[src/rtl/spi_xfer_seq.sv]
// spi_xfer_seq: APB master that drives a CoreSPI register file through one complete
// master-mode SPI burst of 1-256 bytes. It enables and configures the core, clears
// both FIFOs and asserts slave select. It then moves one byte at a time (TXDATA write,
// STATUS poll, RXDATA read) and finally deselects the slave.
//
// Optional feature: define SPI_SEQ_TIMEOUT_EN to bound the number of STATUS polls per
// byte to POLL_LIMIT. On timeout err is raised and the burst is closed with a deselect.
//
// Ports:
//   pclk, aresetn          clock, asynchronous active-low reset
//   start, len, ssel_mask  burst request; len 0 means 256 bytes
//   tx_data/valid/ready    byte stream in (ready is combinational in TX_WAIT)
//   rx_data/valid/ready    byte stream out (valid held until ready)
//   busy, done, err        burst status
//   m_paddr .. m_prdata    APB master port to CoreSPI
`timescale 1ns/1ps

module spi_xfer_seq #(
    parameter int unsigned APB_DWIDTH = 8,
    parameter int unsigned POLL_LIMIT = 255
) (
    input  logic                  pclk,
    input  logic                  aresetn,
    input  logic                  start,
    input  logic [7:0]            len,
    input  logic [7:0]            ssel_mask,
    input  logic [7:0]            tx_data,
    input  logic                  tx_valid,
    output logic                  tx_ready,
    output logic [7:0]            rx_data,
    output logic                  rx_valid,
    input  logic                  rx_ready,
    output logic                  busy,
    output logic                  done,
    output logic                  err,
    output logic [6:0]            m_paddr,
    output logic                  m_psel,
    output logic                  m_penable,
    output logic                  m_pwrite,
    output logic [APB_DWIDTH-1:0] m_pwdata,
    input  logic [APB_DWIDTH-1:0] m_prdata
);

    localparam logic [6:0] AddrCtrl1  = 7'h00;
    localparam logic [6:0] AddrRxData = 7'h08;
    localparam logic [6:0] AddrTxData = 7'h0C;
    localparam logic [6:0] AddrCmd    = 7'h1C;
    localparam logic [6:0] AddrStatus = 7'h20;
    localparam logic [6:0] AddrSsel   = 7'h24;

    typedef enum logic [3:0] {
        StIdle,
        StWCtrl,
        StWClr,
        StWSsel,
        StTxWait,
        StWTx,
        StPoll,
        StRRx,
        StRxOut,
        StWDesel,
        StDone
    } state_e;

    state_e     state_q;
    logic [8:0] cnt_q;
    logic [7:0] ssel_q;
`ifdef SPI_SEQ_TIMEOUT_EN
    logic [7:0] poll_cnt_q;
`endif

    // Byte value zero-extended to the bus width.
    function automatic logic [APB_DWIDTH-1:0] pad(input logic [7:0] b);
        logic [APB_DWIDTH-1:0] w;
        w      = '0;
        w[7:0] = b;
        return w;
    endfunction

    assign tx_ready = (state_q == StTxWait) && tx_valid;

    // Upper read-data bits carry nothing; POLL_LIMIT is inert without the timeout.
    logic unused_sig;
    assign unused_sig = ^{m_prdata, POLL_LIMIT != 32'd0};

    // Every APB state spends one setup cycle (penable=0) and one access cycle
    // (penable=1). The bus controls for the next state are loaded on the access cycle,
    // so back-to-back transfers keep psel high.
    always_ff @(posedge pclk or negedge aresetn) begin
        if (!aresetn) begin
            state_q    <= StIdle;
            cnt_q      <= '0;
            ssel_q     <= '0;
            rx_data    <= '0;
            rx_valid   <= 1'b0;
            busy       <= 1'b0;
            done       <= 1'b0;
            err        <= 1'b0;
            m_paddr    <= '0;
            m_psel     <= 1'b0;
            m_penable  <= 1'b0;
            m_pwrite   <= 1'b0;
            m_pwdata   <= '0;
`ifdef SPI_SEQ_TIMEOUT_EN
            poll_cnt_q <= '0;
`endif
        end else begin
            done <= 1'b0;
            if (m_psel && !m_penable) begin
                m_penable <= 1'b1;
            end

            unique case (state_q)
                StIdle: begin
                    if (start) begin
                        busy      <= 1'b1;
                        err       <= 1'b0;
                        cnt_q     <= (len == 8'd0) ? 9'd256 : {1'b0, len};
                        ssel_q    <= ssel_mask;
                        state_q   <= StWCtrl;
                        m_psel    <= 1'b1;
                        m_penable <= 1'b0;
                        m_paddr   <= AddrCtrl1;
                        m_pwrite  <= 1'b1;
                        m_pwdata  <= pad(8'h03);
                    end
                end
                StWCtrl: begin
                    if (m_penable) begin
                        state_q   <= StWClr;
                        m_penable <= 1'b0;
                        m_paddr   <= AddrCmd;
                        m_pwdata  <= pad(8'h03);
                    end
                end
                StWClr: begin
                    if (m_penable) begin
                        state_q   <= StWSsel;
                        m_penable <= 1'b0;
                        m_paddr   <= AddrSsel;
                        m_pwdata  <= pad(ssel_q);
                    end
                end
                StWSsel: begin
                    if (m_penable) begin
                        state_q   <= StTxWait;
                        m_psel    <= 1'b0;
                        m_penable <= 1'b0;
                        m_pwrite  <= 1'b0;
                    end
                end
                StTxWait: begin
                    if (tx_valid) begin
                        state_q    <= StWTx;
                        m_psel     <= 1'b1;
                        m_penable  <= 1'b0;
                        m_paddr    <= AddrTxData;
                        m_pwrite   <= 1'b1;
                        m_pwdata   <= pad(tx_data);
`ifdef SPI_SEQ_TIMEOUT_EN
                        poll_cnt_q <= '0;
`endif
                    end
                end
                StWTx: begin
                    if (m_penable) begin
                        state_q   <= StPoll;
                        m_penable <= 1'b0;
                        m_paddr   <= AddrStatus;
                        m_pwrite  <= 1'b0;
                    end
                end
                StPoll: begin
                    if (m_penable) begin
                        m_penable <= 1'b0;
                        if (m_prdata[2]) begin
                            // RX FIFO still empty.
`ifdef SPI_SEQ_TIMEOUT_EN
                            if (({24'd0, poll_cnt_q} + 32'd1) >= POLL_LIMIT) begin
                                err      <= 1'b1;
                                state_q  <= StWDesel;
                                m_paddr  <= AddrSsel;
                                m_pwrite <= 1'b1;
                                m_pwdata <= pad(8'h00);
                            end else begin
                                poll_cnt_q <= poll_cnt_q + 8'd1;
                            end
`endif
                        end else begin
                            state_q <= StRRx;
                            m_paddr <= AddrRxData;
                        end
                    end
                end
                StRRx: begin
                    if (m_penable) begin
                        rx_data   <= m_prdata[7:0];
                        rx_valid  <= 1'b1;
                        state_q   <= StRxOut;
                        m_psel    <= 1'b0;
                        m_penable <= 1'b0;
                    end
                end
                StRxOut: begin
                    if (rx_valid && rx_ready) begin
                        rx_valid <= 1'b0;
                        cnt_q    <= cnt_q - 9'd1;
                        if (cnt_q == 9'd1) begin
                            state_q   <= StWDesel;
                            m_psel    <= 1'b1;
                            m_penable <= 1'b0;
                            m_paddr   <= AddrSsel;
                            m_pwrite  <= 1'b1;
                            m_pwdata  <= pad(8'h00);
                        end else begin
                            state_q <= StTxWait;
                        end
                    end
                end
                StWDesel: begin
                    if (m_penable) begin
                        state_q   <= StDone;
                        m_psel    <= 1'b0;
                        m_penable <= 1'b0;
                        m_pwrite  <= 1'b0;
                        done      <= 1'b1;
                        busy      <= 1'b0;
                    end
                end
                StDone: begin
                    state_q <= StIdle;
                end
                default: begin
                    state_q <= StIdle;
                end
            endcase
        end
    end

endmodule

[config.mk]
export PLATFORM = sky130hd
export DESIGN_NAME = spi_xfer_seq
export DESIGN_NICKNAME = d
export VERILOG_FILES = /design/src/rtl/spi_xfer_seq.sv
export SDC_FILE = /design/constraint.sdc
export NUM_CORES = 1
export LEC_CHECK = 0
export ABC_AREA = 1
export ABC_CLOCK_PERIOD_IN_PS = 1700
export CORE_UTILIZATION = 49
export DETAILED_ROUTE_END_ITERATION = 6
export PLACE_DENSITY = 0.8
export SYNTH_ARGS = -nofsm -noshare
export SYNTH_HDL_FRONTEND = slang
export SYNTH_SLANG_ARGS = --single-unit
export TNS_END_PERCENT = 100
[constraint.sdc]
create_clock -name pclk -period 1.7 [get_ports pclk]
set_input_delay 0.51 -clock pclk [delete_from_list [all_inputs] [get_ports pclk]]
set_output_delay 0.51 -clock pclk [all_outputs]
set_load 0.1 [all_outputs]
### Logic cells by family, run 1

The bar under the picture is 20 µm long.
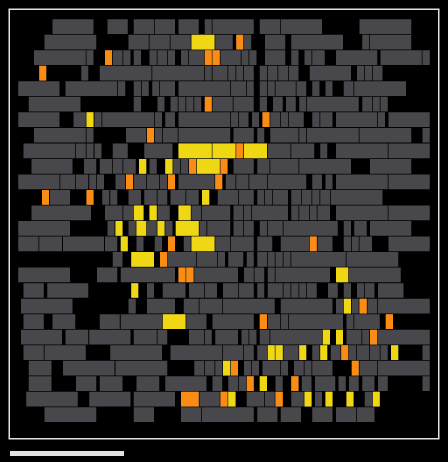
colour	family	cells	most used
yellow	nor cells	37	nor2_1
orange	inv cells	33	inv_1

### Placed standard cells, run 1

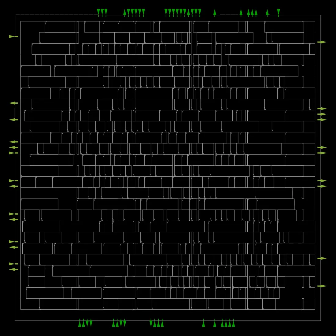
Flop Count: 47
flop share of the area: 29.3%
core area: 5110 µm²
row cnt: 26

==> out/qor.yml, run 1 <==
setup_path:
  crit_chain: "nor2_4 > buf_4 > buf_6 > buf_6 > nand3b_1 > nand2_1 > nor2_1 > nand2_1 > nor2_4 > nand3_1 > nand2_2"
  r2r_start: "state_q[1]"
  cp-endpoint: "m_paddr[5]"
  cp.required_ns: 1.93
  cp_top_family: "simple AND/OR/NAND/NOR gates"
sta:
  finalSetupViolCount: 8
  hold_viol: 0
  setup_slack_ns: -0.0784
  fmaxAchievable_mhz: 562
place:
  dpl_cell_area_um2: 3720
  place.gp.congestion: 0.910
  post-place-ws_ns: -0.293
route:
  drc: 0
  wirelength_mm: 7.44
  wl_per_cell_um: 14.6
  drtPass1Iterations: 5
layout:
  comb_share_pct: 34.7
  diodes: 0
  clk_share_pct: 2.47
  inv_count: 33
  drive_above_1_share_pct: 29.4
  mi_logic_area_um2: 1410
clocking:
  htree_num_levels: 2
  numCtsBuffers: 5
  cts_tree: "yes"
  clk_pin_slew_worst_paths_ns: 0.08
synth:
  top_logic_kind: "simple AND/OR/NAND/NOR gates"
  top_area_cell: "dfrtp_1"
  netlist.area_leader.share_pct: 45.1
  mux_area_share_pct: 3.45
  topCellsByArea: "dfrtp_1 (45%), nand2_1 (18%), nand3_1 (5.0%)"
  yosys-stat-area_um2: 2610
hold_path:
  hold_class: "in -> async"
outcome:
  outcome: "finished with violations"
  violations: "negative setup slack"
die:
  die_w_um: 75.0
### Cell classes on the final placement, run 1

The bar under the picture is 20 µm long. Fill, decap, tap and diode cells in grey.
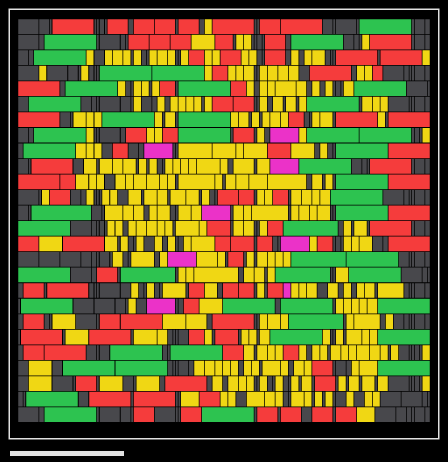
colour	class	cells	share of their area
magenta	clock drivers and dummy loads	8	2.5%
yellow	remaining logic cells	293	39%
green	registers	47	30%
red	remaining buffers and delay cells	91	29%
post-route cell area: 4050 µm²
fin util: 79.3%

## run 1: placed cells by master (no fill, tap or decap), drive strengths merged, types with 24 or more instances in the layout
cell type,instances
inv,32
o21ai,24
dfrtp,47
nand3,29
nand2,131
clkdlybuf4s50,34
buf,56
nor2,34
## run 1: timing repair
action	in CTS	in global routing
gates resized	13	39
setup endpoints to repair	3	39
pin swaps	4	13
buffers inserted	6	4
## run 1: routing by layer
metal  vias up  wire length [µm]  track usage [%]
met3        27               438             5.09
met1      1265              3070             34.7
met4         0               221             10.5
li1       1280                 -                -
met5         -                 0                0
met2       134              3710             46.1
## run 1: sequential cells by signal (all words and copies together) (netlist names)
name	flops
rx_valid	1
m_psel	1
busy	1
m_pwdata	8
m_paddr	4
cnt_q	9
state_q	4
done	1
m_penable	1
rx_data	8
ssel_q	8
m_pwrite	1
### Metal layers overlaid, run 1

The bar under the picture is 20 µm long.
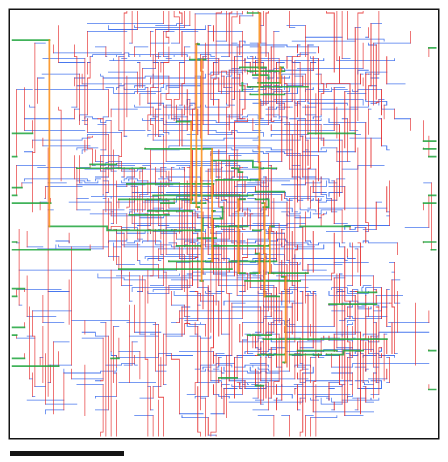

## Run 2: what changed since run 1
--- a/config.mk
+++ b/config.mk
@@ -8,8 +8,10 @@
 export ABC_AREA = 1
 export ABC_CLOCK_PERIOD_IN_PS = 1700
 export CORE_UTILIZATION = 49
+export CTS_BUF_LIST = sky130_fd_sc_hd__clkbuf_4 sky130_fd_sc_hd__clkbuf_8 sky130_fd_sc_hd__clkbuf_16
 export DETAILED_ROUTE_END_ITERATION = 6
 export PLACE_DENSITY = 0.8
+export SLEW_MARGIN = 20
 export SYNTH_ARGS = -nofsm -noshare
 export SYNTH_HDL_FRONTEND = slang
 export SYNTH_SLANG_ARGS = --single-unit
==> constraint.sdc (replaced) <==
create_clock -name pclk -period 1.7 [get_ports pclk]
set_input_delay 0.34 -clock pclk [delete_from_list [all_inputs] [get_ports pclk]]
set_output_delay 0.34 -clock pclk [all_outputs]
set_load 0.1 [all_outputs]
### Metal layers overlaid, run 2

The bar under the picture is 20 µm long.
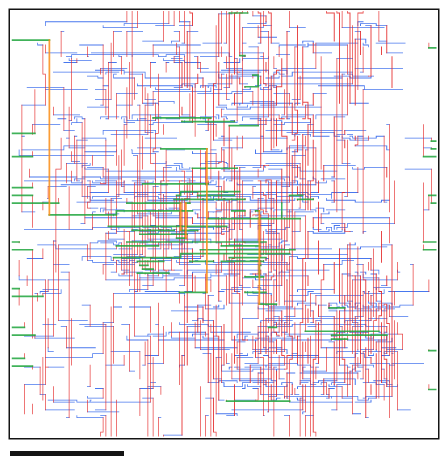
colour	layer	wire length
green	M3	436 µm
blue	M1	2920 µm
orange	M4	83.0 µm
red	M2	3480 µm

==> run 2 against run 1 <==
  * The flow now finishes without violations
  * Routed wire length decreased by 6.9%
  * Cell count increased by 0.39%
  * Critical path depth decreased by 6
  * Fmax increased by 5.9%
  * Register-to-register slack improved by 0.12 ns
  * Non-clock buffer count increased by 2
  * Worst setup slack improved by 0.099 ns
  * Global-route usage decreased by 1.0 points
  * Synthesized cell count unchanged
  * Clock-buffer cell count unchanged
  * Largest cell class unchanged
  * Highest routed layer unchanged
==> out/qor.yml, run 2 <==
die:
  rows: 26  # unchanged
  nWellTaps: 70
  core_um2: 5110  # unchanged
  die_w_um: 75.0  # unchanged
  die_h_um: 75.0
  initCoreUtil_pct: 51.1
sta:
  period_used_pct: 98.8
  slew_viol_final: 0
  skew_ns: 0.0127
  fmaxAchievable_mhz: 595  # +5.9%
  hold_viol: 0  # unchanged
  finalSetupViolCount: 0  # -8
  setup_slack_ns: 0.0203  # +0.0987 ns
  grt_setup_unrepaired: "true"
clocking:
  clockRootBuffer: "clkbuf_8"
  clk_pin_slew_worst_paths_ns: 0.09  # about the same
  cts_resized: 7  # -6
  post_cts_buffers: 4  # -2
  cts_tree: "yes"
  htree_num_levels: 2  # unchanged
  numCtsBuffers: 5  # unchanged
  cts.sinks: 47
setup_path:
  r2r_start: "state_q[1]"
  cp.required_ns: 1.36  # -0.57 ns
  cp-endpoint: "tx_ready"
  crit_fanout: 4
  cp-end-kind: "output port"
  worst-path-stages: 5
  crit_chain: "inv_2 > nor2_4 > nand2_4 > nor2_4 > buf_12"
  cp_top_family: "flip-flops"
  slowest_delay_ns: 0.44
layout:
  seq_share_pct: 29.8  # +0.50 points
  buffer_area_share_pct: 28.6
  nFlopsAndLatches: 47  # unchanged
  finish.utilization_pct: 77.9  # -1.4 points
  clk_share_pct: 2.61  # +0.14 points
  mostFrequentLayoutCells: "nand2_1 (121), dfrtp_1 (42), clkdlybuf4s50_1 (35), buf_12 (28), buf_4 (27)"
  diodes: 0  # unchanged
  layout.area.top_class: "logic gates"
  drive_above_1_share_pct: 26.1  # -3.3 points
  num-multi-input-gates: 260
  stdcell_area_um2: 3980  # -1.8%
  comb_share_pct: 33.6  # -1.1 points
  largest_reg_flops: 9  # unchanged
  mi_logic_area_um2: 1340  # -4.8%
  inv_count: 33  # unchanged
  regMostFlops: "cnt_q"
  layout_top_cell: "nand2_1"
route:
  drt_iter0_drc: 252
  ant_nets: 0
  wl_per_cell_um: 13.5  # -7.3%
  drtPass1Iterations: 5  # unchanged
  drc: 0  # unchanged
  wirelength_mm: 6.92  # -6.9%
grt:
  overflow: 0
  antenna_found_initial: 0
  grt_usage_pct: 26.2
synth:
  synthesis.instances: 346
  netlist.area_leader.share_pct: 45.1  # unchanged
  top_logic_kind: "simple AND/OR/NAND/NOR gates"
  ys_seq_share_pct: 45.1
  compound_area_share_pct: 8.05
  top_area_cell: "dfrtp_1"
  syn_area_per_cell_um2: 7.54
  yosysWarnings: 0
  yosys-stat-area_um2: 2610  # unchanged
  common_cells: "nand2_1 (128), dfrtp_1 (47), nor2_1 (28), inv_1 (26), nand3_1 (26)"
  synth-adder-area-share_pct: 0.959
  ys.flops: 47
  mux_area_share_pct: 3.45  # unchanged
  synth_cell_types: 32
  topCellsByArea: "dfrtp_1 (45%), nand2_1 (18%), nand3_1 (5.0%)"
place:
  post-place-ws_ns: -0.123  # +0.170 ns
  place_hpwl_mm: 5.31
  place.gp.congestion: 1.04  # +15%
  dpl_cell_area_um2: 3720  # about the same
outcome:
  outcome: "complete, no violations"
hold_path:
  hold_class: "in -> async"
flow_run:
  cap_violations: 0
[run 2: cell counts after synthesis]
Identical to the previous run, type by type.
[run 2: through the flow]
| stage | hold slack, ns | std cells | setup TNS (ns) |
|---|---|---|---|
| after floorplan | 0.0444 | 349 | 0 |
| after global routing | 0.522 | 511 | -0.223 |
| after CTS | 0.492 | 506 | 0 |
| final | 0.484 | 511 | 0 |
| after global placement | 0.269 | 493 | 0 |
| after detailed placement | 0.272 | 493 | -0.430 |
[run 2: layer usage]
| layer | up-vias | global-route usage (%) | wire length [µm] |
|---|---|---|---|
| li1 | 1286 | - | - |
| met1 | 1240 | 35.6 | 2920 |
| met2 | 112 | 43.6 | 3480 |
| met3 | 12 | 3.88 | 435 |
| met4 | 0 | 7.97 | 82 |
| met5 | - | 0 | 0 |
